`config.mk`:
```
export PLATFORM = sky130hd
export DESIGN_NAME = bakery_bw_mutex_flat
export DESIGN_NICKNAME = d
export VERILOG_FILES = /design/src/rtl/bakery_bw_mutex_pkg.sv /design/src/rtl/bakery_bw_mutex_if.sv /design/src/rtl/bakery_bw_mutex_ticket_max.sv /design/src/rtl/bakery_bw_mutex.sv /design/src/flat_wrapper.sv
export SDC_FILE = /design/constraint.sdc
export NUM_CORES = 1
export LEC_CHECK = 0
export ABC_AREA = 1
export CORE_ASPECT_RATIO = 1.5
export CORE_UTILIZATION = 50
export CTS_BUF_LIST = sky130_fd_sc_hd__clkbuf_16
export CTS_CLUSTER_SIZE = 20
export DETAILED_ROUTE_END_ITERATION = 10
export PLACE_DENSITY = 0.7
export SLEW_MARGIN = 20
export SYNTH_ARGS = -nofsm -noshare
export SYNTH_HDL_FRONTEND = slang
export SYNTH_SLANG_ARGS = --single-unit
```
`constraint.sdc`:
```
create_clock -name clock -period 3.72 [get_ports clock]
set_input_delay 0.372 -clock clock [delete_from_list [all_inputs] [get_ports clock]]
set_output_delay 0.372 -clock clock [all_outputs]
set_load 0.05 [all_outputs]
```
`src/rtl/bakery_bw_mutex_pkg.sv`:
```
// ============================================================================
// bakery_pkg : shared location encoding and mode constants for the bakery model
// Rev 1.0
// ============================================================================
`default_nettype none

package bakery_pkg;

   typedef enum logic [3:0] {
      L1  = 4'd1,
      L2  = 4'd2,
      L3  = 4'd3,
      L4  = 4'd4,
      L5  = 4'd5,
      L6  = 4'd6,
      L7  = 4'd7,
      L8  = 4'd8,
      L9  = 4'd9,
      L10 = 4'd10,
      L11 = 4'd11
   } loc_t;

   localparam int MODE_CLASSIC = 0;
   localparam int MODE_BW      = 1;

endpackage

`default_nettype wire

```
`src/rtl/bakery_bw_mutex_if.sv`:
```
// ============================================================================
// bakery_bw_mutex_if : scheduler inputs and observation outputs of the mutex model
// Rev 1.0
// ============================================================================
`default_nettype none

interface bakery_bw_mutex_if #(
   parameter int HIPROC = 1,
   parameter int SELMSB = 1
);
   logic [SELMSB:0] select;
   logic            pause;
   logic [HIPROC:0] in_cs;
   logic [3:0]      sel_pc;
   logic            color;
   logic            mutex_err;
   logic            tk_ovf;

   modport master (
      output select, pause,
      input  in_cs, sel_pc, color, mutex_err, tk_ovf
   );

   modport slave (
      input  select, pause,
      output in_cs, sel_pc, color, mutex_err, tk_ovf
   );
endinterface

`default_nettype wire

```
`src/rtl/bakery_bw_mutex_ticket_max.sv`:
```
// ============================================================================
// bakery_ticket_max : combinational maximum over the enabled subset of tickets
// Rev 1.0
// ============================================================================
`default_nettype none

module bakery_ticket_max #(
   parameter int HIPROC = 1,
   parameter int TKMSB  = 2
) (
   input  logic [HIPROC:0][TKMSB:0] i_ticket,
   input  logic [HIPROC:0]          i_enable,
   output logic [TKMSB:0]           o_max
);

   logic [TKMSB:0] w_max;

   always_comb begin
      w_max = '0;
      for (int i = 0; i <= HIPROC; i++) begin
         if (i_enable[i] && (i_ticket[i] > w_max)) begin
            w_max = i_ticket[i];
         end
      end
   end

   assign o_max = w_max;

endmodule

`default_nettype wire

```
`src/rtl/bakery_bw_mutex.sv`:
```
// ============================================================================
// bakery_bw_mutex : N-process Lamport / Black-White bakery, one process step per clock
// Rev 1.0
// ============================================================================
`default_nettype none

module bakery_bw_mutex
   import bakery_pkg::*;
#(
   parameter int HIPROC = 1,
   parameter int SELMSB = 1,
   parameter int TKMSB  = 2,
   parameter int MODE   = 1
) (
   input  logic               clock,
   input  logic               reset_n,
   bakery_bw_mutex_if.slave   bus
);

   typedef logic [SELMSB:0] sel_t;
   localparam sel_t c_hi_sel = sel_t'(HIPROC);

   loc_t                    r_pc [0:HIPROC];
   sel_t                    r_j  [0:HIPROC];
   logic [HIPROC:0][TKMSB:0] r_ticket;
   logic [HIPROC:0]         r_choosing;
   logic [HIPROC:0]         r_mycol;
   logic [HIPROC:0]         r_in_cs;
   logic                    r_color;
   sel_t                    r_sel;
   logic                    r_mutex_err;
   logic                    r_tk_ovf;

   sel_t            w_s;
   sel_t            w_k;
   loc_t            w_pc_s;
   loc_t            w_pc_nxt;
   loc_t            w_sel_pc;
   logic [TKMSB:0]  w_tk_s;
   logic [TKMSB:0]  w_tk_k;
   logic            w_col_s;
   logic            w_col_k;
   logic            w_ch_k;
   logic            w_blocked;
   logic [HIPROC:0] w_en;
   logic [HIPROC:0] w_cs_nxt;
   logic [TKMSB:0]  w_max;
   logic [TKMSB+1:0] w_inc;

   assign w_s = (bus.select > c_hi_sel) ? '0 : bus.select;

   // Gather the stepping process's view of itself and of its current peer k = j[s].
   always_comb begin
      w_pc_s  = L1;
      w_tk_s  = '0;
      w_col_s = 1'b0;
      w_k     = '0;
      w_tk_k  = '0;
      w_col_k = 1'b0;
      w_ch_k  = 1'b0;
      for (int p = 0; p <= HIPROC; p++) begin
         if (w_s == sel_t'(p)) begin
            w_pc_s  = r_pc[p];
            w_tk_s  = r_ticket[p];
            w_col_s = r_mycol[p];
            w_k     = r_j[p];
         end
      end
      for (int p = 0; p <= HIPROC; p++) begin
         if (w_k == sel_t'(p)) begin
            w_tk_k  = r_ticket[p];
            w_col_k = r_mycol[p];
            w_ch_k  = r_choosing[p];
         end
      end
   end

   always_comb begin
      if ((MODE == MODE_BW) && (w_col_k != w_col_s)) begin
         w_blocked = (w_tk_k != '0) && (w_col_s == r_color);
      end else begin
         w_blocked = (w_tk_k != '0) &&
                     ((w_tk_k < w_tk_s) || ((w_tk_k == w_tk_s) && (w_k < w_s)));
      end
   end

   assign w_en  = (MODE == MODE_BW) ? ~(r_mycol ^ {(HIPROC+1){r_color}}) : '1;
   assign w_inc = {1'b0, w_max} + {{(TKMSB+1){1'b0}}, 1'b1};

   bakery_ticket_max #(
      .HIPROC (HIPROC),
      .TKMSB  (TKMSB)
   ) u_ticket_max (
      .i_ticket (r_ticket),
      .i_enable (w_en),
      .o_max    (w_max)
   );

   always_comb begin
      case (w_pc_s)
         L1:      w_pc_nxt = L2;
         L2:      w_pc_nxt = L3;
         L3:      w_pc_nxt = L4;
         L4:      w_pc_nxt = L5;
         L5:      w_pc_nxt = (w_k <= c_hi_sel) ? L6 : L9;
         L6:      w_pc_nxt = w_ch_k ? L6 : L7;
         L7:      w_pc_nxt = w_blocked ? L7 : L8;
         L8:      w_pc_nxt = L5;
         L9:      w_pc_nxt = bus.pause ? L9 : L10;
         L10:     w_pc_nxt = L11;
         L11:     w_pc_nxt = bus.pause ? L11 : L1;
         default: w_pc_nxt = L1;
      endcase
   end

   always_comb begin
      w_cs_nxt = '0;
      for (int p = 0; p <= HIPROC; p++) begin
         w_cs_nxt[p] = (w_s == sel_t'(p)) ? (w_pc_nxt == L9) : (r_pc[p] == L9);
      end
   end

   always_ff @(posedge clock or negedge reset_n) begin
      if (!reset_n) begin
         for (int p = 0; p <= HIPROC; p++) begin
            r_pc[p] <= L1;
            r_j[p]  <= '0;
         end
         r_ticket    <= '0;
         r_choosing  <= '0;
         r_mycol     <= '0;
         r_in_cs     <= '0;
         r_color     <= 1'b0;
         r_sel       <= '0;
         r_mutex_err <= 1'b0;
         r_tk_ovf    <= 1'b0;
      end else begin
         r_sel       <= w_s;
         r_in_cs     <= w_cs_nxt;
         r_mutex_err <= r_mutex_err | ($countones(w_cs_nxt) > 1);
         if ((w_pc_s == L2) && w_inc[TKMSB+1]) begin
            r_tk_ovf <= 1'b1;
         end
         for (int p = 0; p <= HIPROC; p++) begin
            if (w_s == sel_t'(p)) begin
               r_pc[p] <= w_pc_nxt;
               case (w_pc_s)
                  L1: r_choosing[p] <= 1'b1;
                  L2: begin
                     r_ticket[p] <= w_inc[TKMSB:0];
                     if (MODE == MODE_BW) r_mycol[p] <= r_color;
                  end
                  L3: r_choosing[p] <= 1'b0;
                  L4: r_j[p] <= '0;
                  L8: r_j[p] <= r_j[p] + sel_t'(1);
                  L10: begin
                     r_ticket[p] <= '0;
                     // Hand priority to the other colour on exit.
                     if (MODE == MODE_BW) r_color <= ~r_mycol[p];
                  end
                  default: ;
               endcase
            end
         end
      end
   end

   always_comb begin
      w_sel_pc = L1;
      for (int p = 0; p <= HIPROC; p++) begin
         if (r_sel == sel_t'(p)) w_sel_pc = r_pc[p];
      end
   end

   assign bus.in_cs     = r_in_cs;
   assign bus.sel_pc    = w_sel_pc;
   assign bus.color     = r_color;
   assign bus.mutex_err = r_mutex_err;
   assign bus.tk_ovf    = r_tk_ovf;

endmodule

`default_nettype wire

```
`src/flat_wrapper.sv`:
```
// flat-port wrapper written by rule: the top's interface ports become plain ports
module bakery_bw_mutex_flat import bakery_pkg::*;
#(
   parameter int HIPROC = 1,
   parameter int SELMSB = 1,
   parameter int TKMSB  = 2,
   parameter int MODE   = 1
)
  (clock, reset_n, bus_select, bus_pause, bus_in_cs, bus_sel_pc, bus_color, bus_mutex_err, bus_tk_ovf);
  bakery_bw_mutex_if #(.HIPROC(HIPROC), .SELMSB(SELMSB)) bus_i ();
  input  logic clock;
  input  logic reset_n;
  input wire logic [$bits(bus_i.select)-1:0] bus_select;
  input wire logic [$bits(bus_i.pause)-1:0] bus_pause;
  output wire logic [$bits(bus_i.in_cs)-1:0] bus_in_cs;
  output wire logic [$bits(bus_i.sel_pc)-1:0] bus_sel_pc;
  output wire logic [$bits(bus_i.color)-1:0] bus_color;
  output wire logic [$bits(bus_i.mutex_err)-1:0] bus_mutex_err;
  output wire logic [$bits(bus_i.tk_ovf)-1:0] bus_tk_ovf;
  assign bus_i.select = bus_select;
  assign bus_i.pause = bus_pause;
  assign bus_in_cs = bus_i.in_cs;
  assign bus_sel_pc = bus_i.sel_pc;
  assign bus_color = bus_i.color;
  assign bus_mutex_err = bus_i.mutex_err;
  assign bus_tk_ovf = bus_i.tk_ovf;
  bakery_bw_mutex #(.HIPROC(HIPROC), .SELMSB(SELMSB), .TKMSB(TKMSB), .MODE(MODE)) u_core (.clock(clock), .reset_n(reset_n), .bus(bus_i));
endmodule
```
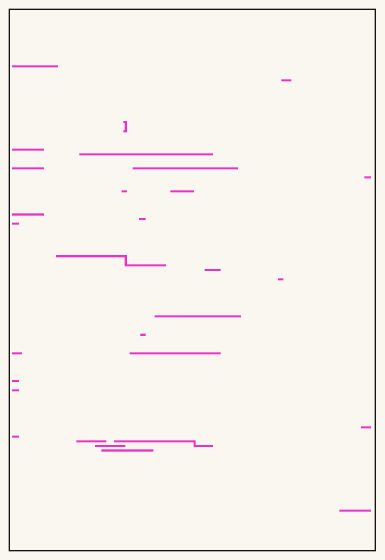
Figure 1: run 1, met3 routing.
longest straight run: 19.3 µm
main direction: horizontal
share of all routed wire: 3.2%
nets with wire on the layer: 23
met3 Resource Use GR: 4.598%
number of vias after detailed routing: 1828
Total Routed Length: 4586 µm

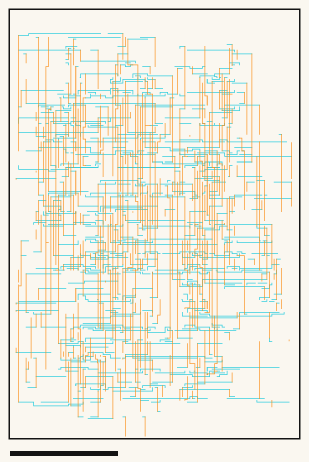
Figure 2: run 1, metal layers overlaid.
The bar under the picture is 20 µm long. Only two layers are drawn.
| layer | colour | wire length |
|---|---|---|
| metal 2 | orange | 2380 µm |
| metal 1 | cyan | 1930 µm |
detail-routed net length per standard cell: 13.25 µm
overall routing resource usage: 25.15%

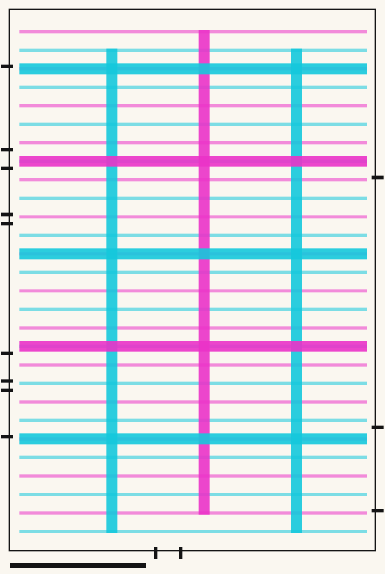
Figure 3: run 1, floorplan with the power grid.
The bar under the picture is 20 µm long. Pins as bars on the die edge.
| net | colour |
|---|---|
| VSS | cyan |
| VDD | magenta |
met1 rails: 28
signal pins: 14
met4 straps: 3
met5 straps: 5
rows: 27
core area: 0.003750 mm²
horizontal die dimension: 53.57 µm
worst vdd ir: 0.5755 mV
vertical die dimension: 79.35 µm

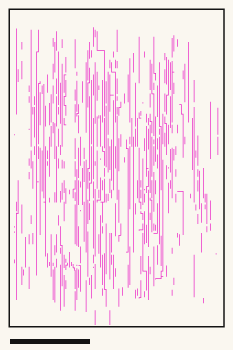
Figure 4: run 1, metal 2.
The bar under the picture is 20 µm long.
longest straight run: 56.1 µm
share of all routed wire: 52%
M2 GR Usage: 44.75%

==> flow_metrics.py, run 1 <==
# Flow results
metrics = {
    "outcome": {
        "status": "completed",
    },
    "cells_and_area": {
        "layoutNonFillerInstCount": 346,
        "drive_gt1_share_pct": 11.88,
        "layout_top_cells_excl_fill_tap": "81 x sky130_fd_sc_hd__nand2_1, 37 x sky130_fd_sc_hd__inv_1, 29 x sky130_fd_sc_hd__nand3_1",
        "filler_cell_count": 342,
        "antenna-diode-count": 0,
        "final_nets": 315,
        "mostFrequentLayoutCell": "sky130_fd_sc_hd__nand2_1",
        "area_delta_synth_final_pct": 17.00,
    },
    "setup_path": {
        "crit_cells": 17,
        "timing.rr.start": "u_core.r_mycol[0]",
        "worst-path-max-fanout": 35,
        "worstPathRequired_ns": 3.92,
        "timing.critical_path.cells": "clkdlybuf4s50_1 -> nand2_4 -> nand2_1 -> nand2_2 -> nand3_1 -> nand2_1 -> inv_1 -> ha_1 -> nand2_1 -> nor2_1 -> a211oi_1 -> a21oi_1 -> nand2_1 -> nand4_1 -> nand3_1 -> nand2_1 -> nand2_1",
        "critical-path-slowest-cell": "sky130_fd_sc_hd__clkdlybuf4s50_1",
        "timing.critical_path.to_type": "flop",
        "critPathLaunch": "bus_select[0]",
        "start_to_end_type_of_the_worst_setup_path": "input pin to flop",
        "cp_data_arrival_time_ns": 2.91,
        "cell_family_with_most_cp_delay": "simple AND/OR/NAND/NOR gates",
        "worst_path_largest_cell_delay_ns": 0.51,
        "worst-r2r-setup-slack_ns": 1.23,
        "timing.reg2reg.worst_path_depth": 12,
        "start_kind": "input pin",
        "worst_r2r_endpoint": "u_core.r_ticket[2]",
        "endpoint": "u_core.r_pc[6]",
        "critPathBufInv": 2,
        "crit_top_cell": "sky130_fd_sc_hd__nand2_1",
    },
    "global_routing": {
        "initial_antenna_violation_count": 0,
        "overflow": 0,
        "vias_in_the_first_global_route": 1771,
        "maximum_number_of_pins_on_one_net_before_global_route_repair": 36,
        "first_pass_grt_wire_length_um": 7734,
    },
    "synthesis": {
        "netlist_instances": 284,
        "async_flop_share_pct": 100.0,
        "synthTopCellsByArea": "sky130_fd_sc_hd__dfrtp_1 34%, sky130_fd_sc_hd__nand2_1 15%, sky130_fd_sc_hd__nand3_1 7.3%",
        "synth.ff_latch_count": 29,
        "post_synth_edffs": 0,
        "synth.distinct_cells": 33,
        "largest_area_cell": "sky130_fd_sc_hd__dfrtp_1",
        "yosysChipArea_mm2": 0.001994,
        "ys_seq_share_pct": 36.51,
        "synthFlopType": "sky130_fd_sc_hd__dfrtp_1",
        "yosys.area.top_type_share_pct": 33.88,
        "synth.avg_cell_area_um2": 7.023,
        "synthesis.nets": 297,
        "synth.yosys.num_cells": 284,
        "mappedNetlistArea_mm2": 0.001994,
        "synthesis_warning_total": 0,
    },
    "power_and_ir_drop": {
        "share_comb_of_total_power_pct": 52.7,
        "power_density_mw_per_mm2": 906.1,
        "power_switching_uw": 971.4,
        "clkPwrFrac_pct": 21.0,
        "p_leak_uw": 0.001155,
        "power.share.switching_pct": 45.94,
        "internal_power_uw": 1143,
        "design_power_total_uw": 2114,
        "power.share.sequential_pct": 26.4,
    },
    "detailed_routing": {
        "drtAntennaViolNets": 0,
        "dr.first_iter.drc_count": 31,
        "dr.pass1.iters": 4,
        "route.detailed.drc": 0,
        "post_drt_via_cell_ratio": 5.283,
    },
    "floorplan": {
        "core.rowCount": 27,
        "chip_area_mm2": 0.004250,
        "boundaryPins": 14,
        "fp_util_pct": 53.19,
    },
    "clocking": {
        "cts-resized-gates": 0,
        "cts_made_buffers": 5,
        "postCtsHoldBufs": 0,
        "clkLatencyLatePin_ns": 0.27,
        "cts_tree": "yes",
        "max-clock-path-buffers": 2,
        "cts.reportedPaths.clkPinSlew_ns": 0.05,
        "ctsRootBufferMaster": "sky130_fd_sc_hd__clkbuf_16",
        "ctsHtreeMaxLevel": 2,
        "clock-sinks": 29,
        "post_cts_buffers": 0,
    },
    "placed_design": {
        "place.detailed.hpwl_um": 3346,
        "finalWeightedCongestion": 0.9385,
        "port_buffers": 13,
        "place_worst_setup_slack_ns": 0.7722,
        "numPlacedInstances": 338,
    },
    "final_timing": {
        "final.setup.tns_ns": 0,
        "final-setup-viol-count": 0,
        "max-slew-margin-rel_pct": 66.51,
        "skew_ns": 0.004672,
        "timing_worst_slew_pin_value_ns": 0.5008,
        "finalClockPeriodUsage_pct": 72.64,
        "unrepaired_setup_endpoints_after_global_routing": "no",
        "final.setup.worst_slack_ns": 1.018,
        "drv_slew": 0,
        "min_period_ns": 2.702,
        "fmax_mhz": 370.1,
        "final_hold_viol_count": 0,
    },
    "flow_run": {
        "cap_violations": 0,
        "warning_count": 26,
    },
    "hold_path": {
        "hold_path.class": "flop to flop",
        "min_to": "u_core.bus.mutex_err",
        "hold_path_startpoint": "u_core.bus.mutex_err",
        "hold_depth": 2,
    },
}
## run 1: state kept, by name, summed over array words and instances, names as in the netlist
register              flops
u_core.r_pc               8
u_core.r_sel              2
u_core.r_choosing         2
u_core.bus.color          1
u_core.r_ticket           6
u_core.bus.in_cs          2
u_core.bus.tk_ovf         1
u_core.r_j                4
u_core.bus.mutex_err      1
u_core.r_mycol            2
## run 1: power by group through the flow
stage	Clock (µW)	Combinational (µW)	Sequential [µW]
6_report	443	1110	557
5_1_grt	465	1280	572
4_1_cts	449	1120	555
3_5_place_dp	0	1110	558
3_3_place_gp	0	1100	560
2_1_floorplan	0	821	576
## run 1: kinds of logic (layout without fill, tap and decap cells)
logic type / count (synthesis) / count (layout) / share of synthesized area, %
flip-flops: 29 / 29 / 36.51
adder cells (fa/ha/maj): 8 / 8 / 5.019
AND/OR/NAND/NOR: 148 / 148 / 33.25
XOR/XNOR: 3 / 3 / 1.318
AND-OR/OR-AND: 48 / 48 / 14.49
buffers and inverters: 46 / 65 / 9.034
other: 2 / 2 / 0.3766
## run 1: stage by stage
step / utilization (%) / hold slack (ns) / instance area, µm²
5_1_grt: 62.23 / 0.4993 / 2333
2_1_floorplan: - / 0.07641 / 1994
6_report: 62.23 / 0.4647 / 2333
4_1_cts: 62.23 / 0.4735 / 2333
3_3_place_gp: 57.89 / 0.4499 / 2171
3_5_place_dp: 57.89 / 0.4617 / 2171
## run 1: cells in the mapped netlist, types with 3 or more instances
master	count
sky130_fd_sc_hd__a21oi_1	8
sky130_fd_sc_hd__clkbuf_1	3
sky130_fd_sc_hd__dfrtp_1	27
sky130_fd_sc_hd__ha_1	8
sky130_fd_sc_hd__inv_1	36
sky130_fd_sc_hd__inv_2	6
sky130_fd_sc_hd__nand2_1	81
sky130_fd_sc_hd__nand2_2	6
sky130_fd_sc_hd__nand3_1	29
sky130_fd_sc_hd__nand4_1	3
sky130_fd_sc_hd__nor2_1	18
sky130_fd_sc_hd__nor2_2	3
sky130_fd_sc_hd__o21ai_0	16
sky130_fd_sc_hd__o21ai_1	10
sky130_fd_sc_hd__o21ai_2	3
sky130_fd_sc_hd__o22ai_1	4
## run 1: tightest hold or removal path: cells and delay by family (launching register included)
kind                   cells  cell delay (ns)
buffers and inverters      1             0.04
flip-flops                 1             0.34
AND/OR/NAND/NOR            1             0.05
## run 1: routing by layer
| metal | vias to the layer above | global-route usage, % | part of all wire, % |
|---|---|---|---|
| met5 | - | 0 | 0 |
| met4 | 0 | 9.474 | 3.0 |
| met3 | 11 | 4.598 | 3.2 |
| met2 | 37 | 44.75 | 52 |
| met1 | 833 | 28.40 | 42 |
| li1 | 947 | - | - |
## run 1: layout make-up
class | instances | area [µm²] | share of cell area (%)
Multi-Input combinational cell | 209 | 1086 | 46.54
Sequential cell | 29 | 728.2 | 31.21
Inverter | 42 | 157.7 | 6.756
Timing Repair Buffer | 15 | 145.1 | 6.220
Clock buffer | 5 | 125.1 | 5.362
Tap cell | 43 | 53.80 | 2.306
Clock inverter | 3 | 37.54 | 1.609
--- run 2 (diff from run 1) ---
--- a/config.mk
+++ b/config.mk
@@ -11,7 +11,7 @@
 export CTS_BUF_LIST = sky130_fd_sc_hd__clkbuf_16
 export CTS_CLUSTER_SIZE = 20
 export DETAILED_ROUTE_END_ITERATION = 10
-export PLACE_DENSITY = 0.7
+export PLACE_DENSITY = 0.72
 export SLEW_MARGIN = 20
 export SYNTH_ARGS = -nofsm -noshare
 export SYNTH_HDL_FRONTEND = slang
==> constraint.sdc (replaced) <==
create_clock -name clock -period 2.2 [get_ports clock]
set_input_delay 0.22 -clock clock [delete_from_list [all_inputs] [get_ports clock]]
set_output_delay 0.22 -clock clock [all_outputs]
set_load 0.05 [all_outputs]
==> run 2 against run 1 <==
  * The flow now finishes with violations (setup timing)
  * Sequential power grew 69%
  * Non-clock buffer count is 31 higher
  * Power grew 100%
  * Via count rose by 8.5%
  * Clock-buffer cell count did not move
  * Die area unchanged
  * Critical path depth decreased by 2
  * Critical endpoint is now u_core.r_ticket[5]
  * Highest routed layer unchanged
==> flow_metrics.py, run 2 <==
# Flow results
metrics = {
    "final_timing": {
        "drv_slew": 0,
        "final-setup-viol-count": 6,
        "min_period_ns": 2.291,
        "unrepaired_setup_endpoints_after_global_routing": "yes",
        "finalClockPeriodUsage_pct": 104.2,
        "timing_worst_slew_pin_value_ns": 0.5013,
        "final.setup.worst_slack_ns": -0.09143,
        "fmax_mhz": 436.4,
        "final.setup.tns_ns": -0.3007,
        "final_hold_viol_count": 0,
        "skew_ns": 0.003048,
        "final_worst_hold_slack_ns": 0.3316,
    },
    "cells_and_area": {
        "largest_register_ff_count": 8,
        "final_area_mm2": 0.002681,
        "area_delta_synth_final_pct": 34.44,
        "final_nets": 346,
        "mostFrequentLayoutCell": "sky130_fd_sc_hd__nand2_1",
        "registers.top_by_ff_count": "u_core.r_pc",
        "top_regs": "u_core.r_pc (8), u_core.r_ticket (6), u_core.r_j (4)",
    },
    "global_routing": {
        "maximum_number_of_pins_on_one_net_before_global_route_repair": 30,
        "overflow": 0,
        "initial_antenna_violation_count": 0,
        "vias_in_the_first_global_route": 1947,
        "first_pass_grt_wire_length_um": 8211,
    },
    "synthesis": {
        "synthFlopType": "sky130_fd_sc_hd__dfrtp_1",
        "netlist.top_cell.by_instances": "sky130_fd_sc_hd__nand2_1",
        "synth.yosys.num_cells": 284,
        "yosysChipArea_mm2": 0.001994,
        "mappedNetlistArea_mm2": 0.001994,
        "netlist_instances": 284,
        "synth.cells.most_frequent": "81 x sky130_fd_sc_hd__nand2_1, 36 x sky130_fd_sc_hd__inv_1, 29 x sky130_fd_sc_hd__nand3_1, 27 x sky130_fd_sc_hd__dfrtp_1, 18 x sky130_fd_sc_hd__nor2_1",
        "yosys.area.top_type_share_pct": 33.88,
        "synthesis_warning_total": 0,
        "post_synth_edffs": 0,
        "synthesis.nets": 297,
        "synth.distinct_cells": 33,
        "synth.ff_latch_count": 29,
        "async_flop_share_pct": 100.0,
    },
    "setup_path": {
        "worstPathRequired_ns": 2.40,
        "start_to_end_type_of_the_worst_setup_path": "flop to flop",
        "worst_path_largest_cell_delay_ns": 0.42,
        "critical-path-slowest-cell": "sky130_fd_sc_hd__dfrtp_2",
        "critPathBufInv": 3,
        "cp_data_arrival_time_ns": 2.49,
        "timing.critical_path.to_type": "flop",
        "worst-path-max-fanout": 6,
        "start_kind": "flop",
    },
    "placed_design": {
        "numPlacedInstances": 361,
        "finalWeightedCongestion": 0.9061,
        "placement.cell_area_mm2": 0.002352,
        "port_buffers": 13,
    },
    "outcome": {
        "violations": "setup timing",
        "status": "complete, but fails checks",
    },
    "floorplan": {
        "die_w_um": 53.57,
        "chip_area_mm2": 0.004250,
        "die.size.y_um": 79.35,
        "fp_util_pct": 53.19,
        "core.rowCount": 27,
        "boundaryPins": 14,
        "coreArea_mm2": 0.003750,
    },
    "detailed_routing": {
        "dr.pass1.iters": 4,
        "number_of_vias_after_detailed_routing": 1983,
        "drtAntennaViolNets": 0,
        "route.detailed.drc": 0,
        "post_drt_via_cell_ratio": 5.260,
        "routedWlPerCell_um": 13.47,
        "dr.first_iter.drc_count": 68,
    },
    "flow_run": {
        "cap_violations": 0,
    },
    "clocking": {
        "max-clock-path-buffers": 2,
        "cts_made_buffers": 5,
        "clkLatencyLatePin_ns": 0.27,
        "ctsHtreeMaxLevel": 2,
        "cts_tree": "yes",
    },
    "hold_path": {
        "hold_path.class": "input pin to async pin",
    },
    "power_and_ir_drop": {
        "power_density_mw_per_mm2": 1594,
        "p_leak_uw": 0.001339,
    },
}
[run 2: final cells by class]
class                           count  area (µm²)
Multi-Input combinational cell    209        1206
Fill cell                         291        1069
Sequential cell                    29       729.5
Timing Repair Buffer               46       371.6
Inverter                           42       157.7
Clock buffer                        5       125.1
Tap cell                           43       53.80
Clock inverter                      3       37.54
[run 2: final timing paths]
check | startpoint | to | slack, ns | depth (start not counted)
max reg2reg | u_core.bus.color | u_core.r_ticket[5] | -0.09 | 15
min | reset_n | u_core.bus.mutex_err | 0.33 | 2
max in group asynchronous | reset_n | u_core.r_pc[4] | 1.56 | 2
min in group clock | u_core.bus.mutex_err | u_core.bus.mutex_err | 0.47 | 2
max | u_core.bus.color | u_core.r_ticket[5] | -0.09 | 15
min reg2reg | u_core.bus.mutex_err | u_core.bus.mutex_err | 0.47 | 2
[run 2: stage by stage]
stage	total power (µW)	util, %	setup WS [ns]
3_3_place_gp	3055	62.73	-0.2313
4_1_cts	4127	69.90	-0.1124
3_5_place_dp	3097	62.73	-0.3150
2_1_floorplan	2412	-	-0.05119
6_report	4273	71.50	-0.09143
5_1_grt	4582	71.50	-0.2201
[run 2: what timing repair did]
item,CTS,global route
hold endpoints to repair,0,0
endpoints found under the setup margin,13,17
setup buffers,7,1
pin swaps,10,9
cloned,0,0
gates resized,14,14
[run 2: power by group]
part | internal, µW | switching [µW]
sequential | 760 | 183
clock | 525 | 232
combinational | 1070 | 1510
total | 2350 | 1920
[run 2: cells by family after synthesis]
family	count (synthesis)	synth area share, %
compound gates	48	14.49
xor+xnor	3	1.318
fa+ha+maj	8	5.019
buf+inv	46	9.034
flops	29	36.51
other cells	2	0.3766
simple gates	148	33.25
[run 2: routing by layer]
metal,up-vias,share of wire (%),global-route usage [%],wire (µm)
met5,-,0,0,0
met4,0,3.8,16.32,193
met3,19,3.4,4.215,171
met2,52,53,45.88,2672
met1,899,40,28.71,2040
li1,1013,-,-,-
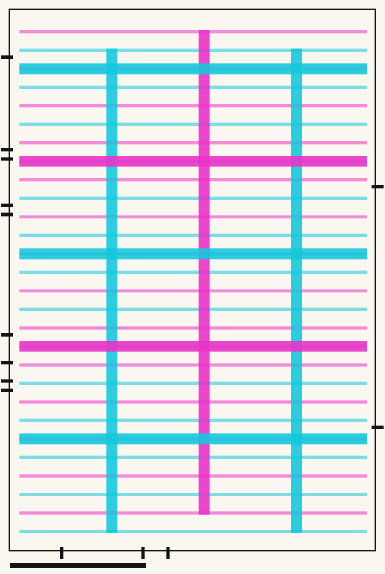
Figure 5: run 2, floorplan with the power grid.
The bar under the picture is 20 µm long. Pins as bars on the die edge.
| net | colour |
|---|---|
| VDD | magenta |
| VSS | cyan |
met5 straps: 5
met4 straps: 3
signal pins: 14
met1 rails: 28
rows: 27
worst vdd ir: 1.000 mV

No activity file was given, so power comes from the tool's default toggle rates.
